Figure 1. Signal wires on met3 (run 1).
(2 px per um)
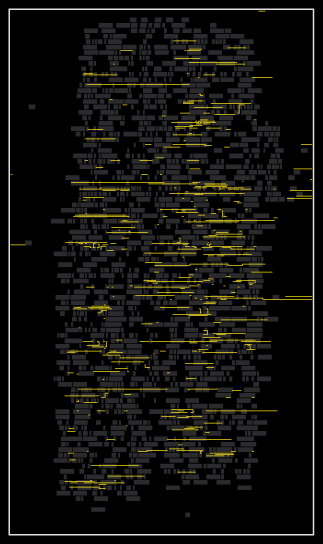
Figure 2. Port wiring (run 1).
(2 px per um)
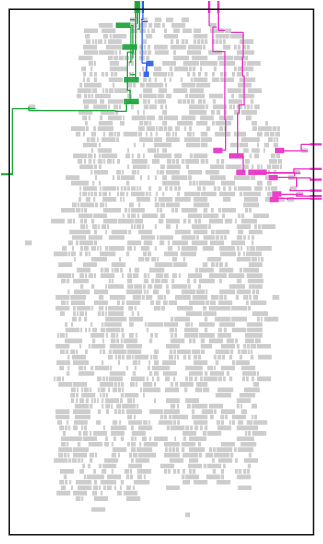
Figure 3. Clock wires, drivers and flops (run 1).
(2 px per um)
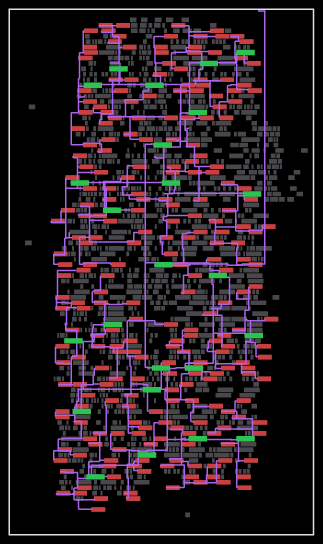
==> config.mk <==
export PLATFORM = sky130hd
export DESIGN_NAME = lif_sparse_scheduler
export DESIGN_NICKNAME = d
export VERILOG_FILES = /design/src/rtl/lif_pkg.sv /design/src/rtl/lif_update_unit.sv /design/src/rtl/lif_sparse_scheduler.sv
export SDC_FILE = /design/constraint.sdc
export NUM_CORES = 1
export LEC_CHECK = 0
export CORE_ASPECT_RATIO = 1.75
export CORE_MARGIN = 2
export CORE_UTILIZATION = 35
export CTS_CLUSTER_SIZE = 16
export DETAILED_ROUTE_END_ITERATION = 8
export GPL_TIMING_DRIVEN = 0
export PLACE_DENSITY = 0.61
export SYNTH_ARGS = -nofsm -noshare
export SYNTH_HDL_FRONTEND = slang
export SYNTH_HIERARCHICAL = 1
export SYNTH_SLANG_ARGS = --single-unit
==> constraint.sdc <==
create_clock -name clk -period 7.8 [get_ports clk]
set_clock_uncertainty 0.1 [all_clocks]
set_input_delay 1.56 -clock clk [delete_from_list [all_inputs] [get_ports clk]]
set_output_delay 1.56 -clock clk [all_outputs]
set_load 0.05 [all_outputs]
==> flow_summary_export.csv, run 1 <==
group,metric,value,unit
pwr,p_leak,5.01,nW
final_timing,finalSetupTns,0,ns
job,tool_warnings,30,
pwr,internal_power,2.24,mW
min_path,hold_class,"reg -> reg",
pwr,power.share.combinational,14.1,%
final_timing,setup_viol,0,
final_layout,design_area,15000,um2
final_timing,period_used_share,75.6,%
placement,dpl_cell_area,14100,um2
final_layout,final_cell_mix,"250 x dfxtp_1, 169 x nand2_1, 118 x nand3_1",
pwr,power_density,205,nW/um2
pwr,comb-power,0.436,mW
final_timing,worst_pin_slew,1.12,ns
route,routedWlPerCell,25.6,um
final_layout,filler_cell_count,3664,
final_layout,inverters,10,
clocking,holdBufCountCts,0,
global_route,grt_pass1_vias,11400,
final_layout,flops,250,
route,drt_iter0_drc,921,
floorplanning,taps,480,
logic_synthesis,synth_warnings,6,
clocking,post_cts_resized,0,
logic_synthesis,syn_area_per_cell,9.99,um2
final_layout,area_growth,12.9,%
clocking,root_buffer,"clkbuf_16",
final_layout,antenna_cells,0,
final_layout,largest_register_ffs,128,
status,status,"finished clean",
final_layout,comb_share,50.6,%
floorplanning,die_w,151,um
final_timing,fmax,0.170,GHz
placement,dpl_worst_slack,1.58,ns
setup_path,cp.required,8.16,ns
-- Figure 1 (at the start) --
longest straight run: 51.3 um
share of all routed wire: 5.0%
via count: 11,400
final WL: 48.1 mm
routing usage on met3: 2.97%

-- Figure 2 (at the start) --
legend:
  `cur_data`:
    color: magenta
    direction: input
    end_cells: 9
    buffers: 8
    wire: 329 um
  `spk_idx`:
    color: green
    direction: output
    end_cells: 4
    buffers: 4
    wire: 233 um
  `step_start`:
    color: blue
    direction: input
    end_cells: 2
    buffers: 1
    wire: 36.7 um
I/O Pins: 25
IO Port Bufs: 21

-- Figure 3 (at the start) --
legend:
  clock-net drivers:
    color: green
    count: 24
  flip-flops:
    color: red
    count: 250
  clock wires:
    color: purple
    length: 3,440 um
routed clock nets: 25
Latency at later pin: 0.54 ns
Clock net power: 1.34 mW
clock power share: 43.4%

[run 1: worst max-delay path, stage by stage, from the launching register on]
cell	delay, ns
dfxtp_1	0.37
clkbuf_1	0.31
buf_2	0.38
buf_2	0.35
mux4_2	0.44
mux4_2	0.52
ha_1	0.23
fa_1	0.41
a21o_1	0.20
a221oi_1	0.37
mux2i_1	0.18
nor4_4	0.37
o21a_1	0.20
clkbuf_1	0.38
clkbuf_1	0.59
nand3_1	0.16
a21boi_0	0.22
[run 1: metal layers]
layer	global-route usage [%]	routed length, um
met5	0	0
met4	22.1	5120
met3	2.97	2380
met2	44.1	24800
met1	23.9	15800
Figure 4. Clock nets (run 1).
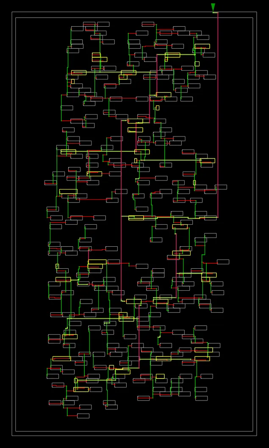

==> run 2, diff against run 1 <==
Clock period 7.8 ns to 6.13 ns, I/O delays scaled along.
Figure 5. Clock nets (run 2).
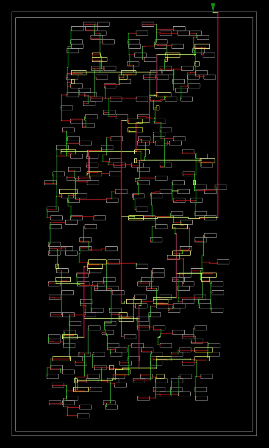
Clock net power: 1.71 mW
clock buf count: 33
Clock Sinks: 250
Seq cells: 250
total CTS buffers: 24

==> run 2 against run 1 <==
Routed wire length grew 0.18%; non-clock buffer count unchanged; combinational power up 27%; global-route usage is the same; via count about the same; largest power group unchanged; sequential share of layout area about the same; largest cell class unchanged; clock power grew 28%; first-iteration DRC count rose by 3.9%; sequential cell count did not move; core utilization barely moved; critical path depth did not move; die size stayed put.
==> flow_summary_export.csv, run 2 <==
group,metric,value,unit
final_layout,final_cell_mix,"250 x dfxtp_1, 169 x nand2_1, 118 x nand3_1",
job,tool_warnings,30,
final_timing,finalSetupTns,0,ns
placement,placed_cells,1836,
status,status,"finished clean",
setup_path,critPathMaxStageDelay,0.60,ns
min_path,hold_class,"reg -> reg",
clocking,holdBufCountCts,0,
setup_path,cp.required,6.50,ns
final_layout,area_growth,12.9,%
final_layout,antenna_cells,0,
route,drt_iter0_drc,957,
clocking,post_cts_resized,0,
clocking,clk_latency,0.54,ns
clocking,root_buffer,"clkbuf_16",
placement,dpl_worst_slack,0.243,ns
setup_path,worstPathCellList,"clkbuf_1, buf_2, buf_2, mux4_2, mux4_2, ha_1, fa_1, a21o_1, a221oi_1, mux2i_1, nor4_4, o21a_1, clkbuf_1, clkbuf_1, nand3_1, a21boi_0",
floorplanning,ios,25,
final_layout,filler_cell_count,3662,
route,routed_wl,48.2,mm
final_layout,design_area,15000,um2
setup_path,cp_common_cell,"clkbuf_1",
placement,dpl_cell_area,14100,um2
pwr,power_density,261,nW/um2
floorplanning,die_w,151,um
final_layout,largest_register_ffs,128,
setup_path,path_buffers,5,
min_path,hold_depth,2,
global_route,grt_pass1_vias,11400,
final_timing,period_used_share,96.3,%
setup_path,path_depth,16,
route,dr_total_vias,11400,
logic_synthesis,synth_warnings,6,
clocking,cts_tree,"built",
pwr,vdd.ir_drop.worst,0.000186,V
route,routedWlPerCell,25.6,um
setup_path,slowest_stage,"clkbuf_1",
logic_synthesis,syn_area_per_cell,9.99,um2
pwr,p_leak,5.01,nW
final_timing,setup_viol,0,
placement,port_buffers,21,
final_timing,fmax,0.169,GHz
setup_path,cpLargestDelayFamily,"buffers and inverters",
final_timing,worst_pin_slew,1.12,ns
Figure 6. Clock wires, drivers and flops (run 2).
(2 px per um)
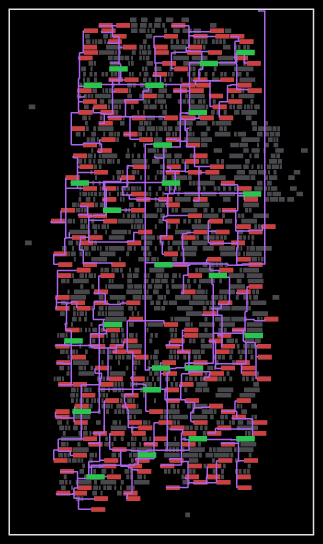
legend:
  flip-flops:
    color: red
    count: 250
  clock wires:
    color: purple
    length: 3,480 um
  clock-net drivers:
    color: green
    count: 24
routed clock nets: 25

[run 2: final cells by class]
type / count / share of cell area, %
plain buffers: 135 / 4.55
clock buffers: 33 / 4.70
clock inverters: 11 / 1.23
inverters: 10 / 0.250
multi-input cells: 939 / 50.5
flip-flops and latches: 250 / 33.3
well taps: 480 / 4.00
repair buffers: 22 / 1.43
[run 2: power by group]
group,internal (mW),total [mW],switching [mW]
Sequential,1.65,1.67,0.0182
Clock,1.02,1.71,0.688
Combinational,0.184,0.555,0.371
[run 2: metal layers]
layer | part of all wire, % | wire length (um) | global-route usage, % | vias up
li1 | - | - | - | 5096
met1 | 33 | 15900 | 23.9 | 5619
met2 | 52 | 24900 | 44.1 | 490
met3 | 4.7 | 2280 | 2.97 | 187
met4 | 11 | 5130 | 22.1 | 0
met5 | 0 | 0 | 0 | -
Power and IR drop assume default switching activity.
